File: config.mk
export PLATFORM = sky130hd
export DESIGN_NAME = apb_core_master_flat
export DESIGN_NICKNAME = d
export VERILOG_FILES = /design/src/rtl/apb_core_master_if.sv /design/src/rtl/apb_core_master.sv /design/src/flat_wrapper.sv
export SDC_FILE = /design/constraint.sdc
export NUM_CORES = 1
export LEC_CHECK = 0
export CAP_MARGIN = 20
export CORE_ASPECT_RATIO = 0.5
export CORE_MARGIN = 2
export CORE_UTILIZATION = 30
export CTS_CLUSTER_DIAMETER = 200
export DETAILED_ROUTE_END_ITERATION = 8
export PLACE_DENSITY_LB_ADDON = 0.15
export SETUP_SLACK_MARGIN = 0.1
export SLEW_MARGIN = 30
export SYNTH_ARGS = -nofsm -noshare
export SYNTH_HDL_FRONTEND = slang
export SYNTH_SLANG_ARGS = --single-unit
File: constraint.sdc
create_clock -name clk -period 1.5 [get_ports clk]
set_input_delay 0.225 -clock clk [delete_from_list [all_inputs] [get_ports clk]]
set_output_delay 0.225 -clock clk [all_outputs]
set_load 0.02 [all_outputs]
File: src/rtl/apb_core_master_if.sv
// APB master-port signal bundle between the core bridge and the cluster interconnect.
// The bridge drives the request side through the master modport; the interconnect uses slave.
interface apb_core_master_if #(
    parameter int BUS_WIDTH  = 16,
    parameter int DATA_WIDTH = 16
);
    logic [BUS_WIDTH-1:0]  M_PADDR;
    logic                  M_PWRITE;
    logic                  M_PSELx;
    logic                  M_PENABLE;
    logic [DATA_WIDTH-1:0] M_PWDATA;
    logic [DATA_WIDTH-1:0] M_PRDATA;
    logic                  M_PREADY;

    modport master (
        output M_PADDR, M_PWRITE, M_PSELx, M_PENABLE, M_PWDATA,
        input  M_PRDATA, M_PREADY
    );

    modport slave (
        input  M_PADDR, M_PWRITE, M_PSELx, M_PENABLE, M_PWDATA,
        output M_PRDATA, M_PREADY
    );
endinterface

File: src/rtl/apb_core_master.sv
// Core-side APB master bridge: one outstanding load/store becomes a SETUP/ACCESS transfer,
// completed by a one-cycle ack, or aborted with err if PREADY never arrives.
module apb_core_master #(
    parameter int BUS_WIDTH  = 16,
    parameter int DATA_WIDTH = 16,
    parameter int TIMEOUT    = 255
) (
    input  logic                  clk,
    input  logic                  reset,
    input  logic                  core_req,
    input  logic                  core_we,
    input  logic [BUS_WIDTH-1:0]  core_addr,
    input  logic [DATA_WIDTH-1:0] core_wdata,
    output logic                  core_busy,
    output logic                  core_ack,
    output logic                  core_err,
    output logic [DATA_WIDTH-1:0] core_rdata,
    apb_core_master_if.master     m
);
    localparam int CNT_W = $clog2(TIMEOUT + 1);

    typedef enum logic [1:0] {IDLE, SETUP, ACCESS, DONE} state_t;

    state_t             state, state_n;
    logic [CNT_W-1:0]   cnt;
    logic               err_q;
    logic               timeout_hit;

    assign timeout_hit = (cnt == CNT_W'(TIMEOUT - 1));

    always_ff @(posedge clk) begin
        if (reset) state <= IDLE;
        else       state <= state_n;
    end

    always_comb begin
        state_n = state;
        unique case (state)
            IDLE:    if (core_req) state_n = SETUP;
            SETUP:   state_n = ACCESS;
            ACCESS:  if (m.M_PREADY || timeout_hit) state_n = DONE;
            DONE:    state_n = IDLE;
            default: state_n = IDLE;
        endcase
    end

    // Outputs decode only the registered state, so PREADY/PRDATA never reach them combinationally.
    // PSEL stays up through arbitration loss; the interconnect gates PENABLE downstream.
    assign m.M_PSELx   = (state == SETUP) || (state == ACCESS);
    assign m.M_PENABLE = (state == ACCESS);
    assign core_busy   = (state != IDLE);
    assign core_ack    = (state == DONE);
    assign core_err    = core_ack & err_q;

    always_ff @(posedge clk) begin
        if (reset) begin
            m.M_PADDR  <= '0;
            m.M_PWRITE <= 1'b0;
            m.M_PWDATA <= '0;
            core_rdata <= '0;
            cnt        <= '0;
            err_q      <= 1'b0;
        end else begin
            unique case (state)
                IDLE: begin
                    if (core_req) begin
                        m.M_PADDR  <= core_addr;
                        m.M_PWRITE <= core_we;
                        m.M_PWDATA <= core_wdata;
                        cnt        <= '0;
                        err_q      <= 1'b0;
                    end
                end
                ACCESS: begin
                    // A PREADY on the last allowed cycle still completes cleanly.
                    if (m.M_PREADY) begin
                        err_q <= 1'b0;
                        if (!m.M_PWRITE) core_rdata <= m.M_PRDATA;
                    end else if (timeout_hit) begin
                        err_q      <= 1'b1;
                        core_rdata <= '0;
                    end else begin
                        cnt <= cnt + CNT_W'(1);
                    end
                end
                default: ;
            endcase
        end
    end
endmodule

File: src/flat_wrapper.sv
// flat-port wrapper written by rule: the top's interface ports become plain ports
module apb_core_master_flat 
#(
    parameter int BUS_WIDTH  = 16,
    parameter int DATA_WIDTH = 16,
    parameter int TIMEOUT    = 255
)
  (clk, reset, core_req, core_we, core_addr, core_wdata, core_busy, core_ack, core_err, core_rdata, m_M_PADDR, m_M_PWRITE, m_M_PSELx, m_M_PENABLE, m_M_PWDATA, m_M_PRDATA, m_M_PREADY);
  apb_core_master_if #(.BUS_WIDTH(BUS_WIDTH), .DATA_WIDTH(DATA_WIDTH)) m_i ();
  input  logic clk;
  input  logic reset;
  input  logic core_req;
  input  logic core_we;
  input  logic [BUS_WIDTH-1:0] core_addr;
  input  logic [DATA_WIDTH-1:0] core_wdata;
  output logic core_busy;
  output logic core_ack;
  output logic core_err;
  output logic [DATA_WIDTH-1:0] core_rdata;
  output wire logic [$bits(m_i.M_PADDR)-1:0] m_M_PADDR;
  output wire logic [$bits(m_i.M_PWRITE)-1:0] m_M_PWRITE;
  output wire logic [$bits(m_i.M_PSELx)-1:0] m_M_PSELx;
  output wire logic [$bits(m_i.M_PENABLE)-1:0] m_M_PENABLE;
  output wire logic [$bits(m_i.M_PWDATA)-1:0] m_M_PWDATA;
  input wire logic [$bits(m_i.M_PRDATA)-1:0] m_M_PRDATA;
  input wire logic [$bits(m_i.M_PREADY)-1:0] m_M_PREADY;
  assign m_M_PADDR = m_i.M_PADDR;
  assign m_M_PWRITE = m_i.M_PWRITE;
  assign m_M_PSELx = m_i.M_PSELx;
  assign m_M_PENABLE = m_i.M_PENABLE;
  assign m_M_PWDATA = m_i.M_PWDATA;
  assign m_i.M_PRDATA = m_M_PRDATA;
  assign m_i.M_PREADY = m_M_PREADY;
  apb_core_master #(.BUS_WIDTH(BUS_WIDTH), .DATA_WIDTH(DATA_WIDTH), .TIMEOUT(TIMEOUT)) u_core (.clk(clk), .reset(reset), .core_req(core_req), .core_we(core_we), .core_addr(core_addr), .core_wdata(core_wdata), .core_busy(core_busy), .core_ack(core_ack), .core_err(core_err), .core_rdata(core_rdata), .m(m_i));
endmodule
Met1 routing:
Cells faint in the background.
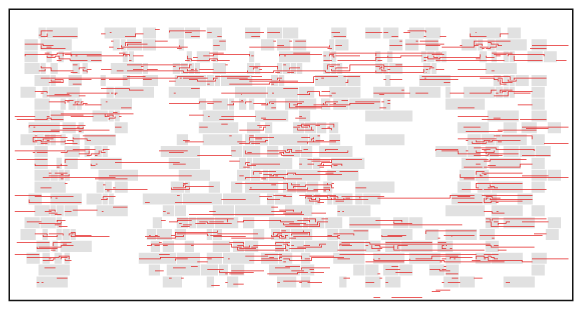
- share of all routed wire: 46%
- longest straight run: 31.3 um
- wire length on this layer: 3050 um

The metal 2 layer:
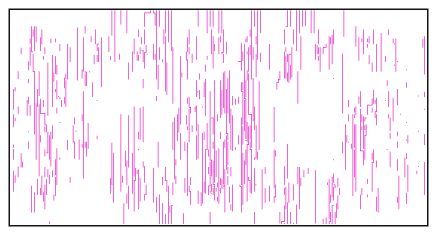
- wire length on this layer: 2910 um
- longest straight run: 31.6 um
- share of all routed wire: 44%
- main direction: vertical

Signal wires on met3:
Cells faint in the background.
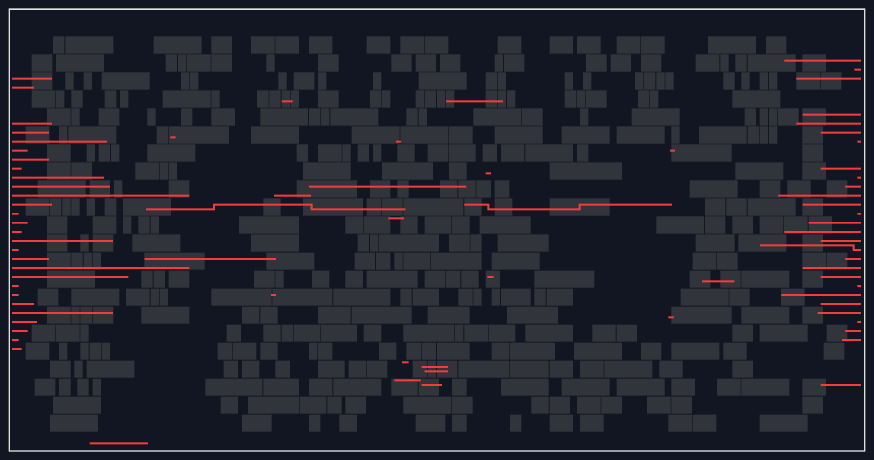
- share of all routed wire: 7.9%
- longest straight run: 26.4 um
- wire length on this layer: 525 um

The metal 4 layer:
The bar under the picture is 50 um long. Cells faint in the background.
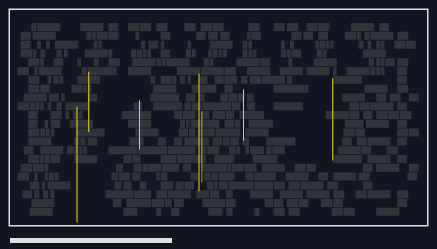
- longest straight run: 36.0 um
- main direction: vertical

Routing congestion map:
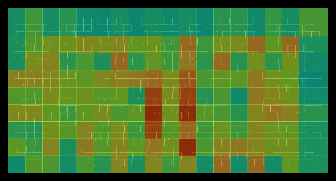
global routing's busiest layer: met2
combined global-route utilization of all metal layers: 0.155

==> flow_summary.rst <==
Flow metrics
------------

.. list-table::
   :header-rows: 1

   * - Metric
     - Value
   * - Total detailed-routing wirelength
     - 6650 um
   * - Terminus of the critical flop-to-flop path
     - u_core.cnt[1]
   * - Number of core rows
     - 22
   * - Tool warnings
     - 33
   * - Bufs on Longest Clock Path
     - 2
   * - Latency at later pin
     - approximately 320 ps
   * - Number of filler instances in the final layout
     - 683
   * - Finished Core Util
     - 0.560
   * - Compound-gate portion of the synthesized area
     - 0.200
   * - Power dissipated in sequential cells
     - between 1500 and 2000 uW
   * - Number of hold-repair buffers added at the cts stage
     - 0
   * - Run status
     - complete, no violations
   * - Number of nets with antenna violations after detailed routing
     - 0
   * - Chip area line of the yosys report
     - 2340 sq um
   * - Cell with the largest stage delay on the worst path
     - sky130_fd_sc_hd__dfxtp_4
   * - Post-synth tally of flip-flops with integrated enable
     - 0
   * - Depth of the worst register-to-register path
     - 6
   * - Number of buffers created by CTS
     - 9
   * - Number of primary I/O pins
     - roughly 110
   * - Main area contributors
     - sky130_fd_sc_hd__dfxtp_1 51%, sky130_fd_sc_hd__nand2_1 12%, sky130_fd_sc_hd__a21oi_1 8.1%
   * - Cells along the critical path
     - inv_4 -> ha_4 -> mux2_4 -> o211ai_4 -> or3b_1 -> a21oi_1
   * - Met3 routing resource usage after global routing
     - 0.0643
   * - Fin cells
     - 504
   * - Top cell type's share of synthesized area
     - 0.513
-- sequential cells by signal, indices dropped and copies added, names as in the netlist --
| register | flops |
|---|---|
| u_core.core_rdata | 16 |
| u_core.m.M_PADDR | 16 |
| u_core.m.M_PWDATA | 16 |
| u_core.cnt | 8 |
| u_core.state | 2 |
| u_core.err_q | 1 |
| u_core.m.M_PWRITE | 1 |
-- cell type report --
| type | count | share of cell area |
|---|---|---|
| clock inverter | 5 | 0.0126 |
| timing repair buffer | 135 | 0.312 |
| tap | 108 | 0.0324 |
| clock buffer | 11 | 0.0558 |
| sequential | 60 | 0.291 |
| inverter | 4 | 0.00480 |
| multi-input combinational | 181 | 0.291 |
-- routing by layer --
layer	up-vias	share of wire
li1	1165	-
met1	1056	0.46
met2	87	0.44
met3	16	0.079
met4	0	0.025
met5	-	0
Power and IR drop assume default switching activity.
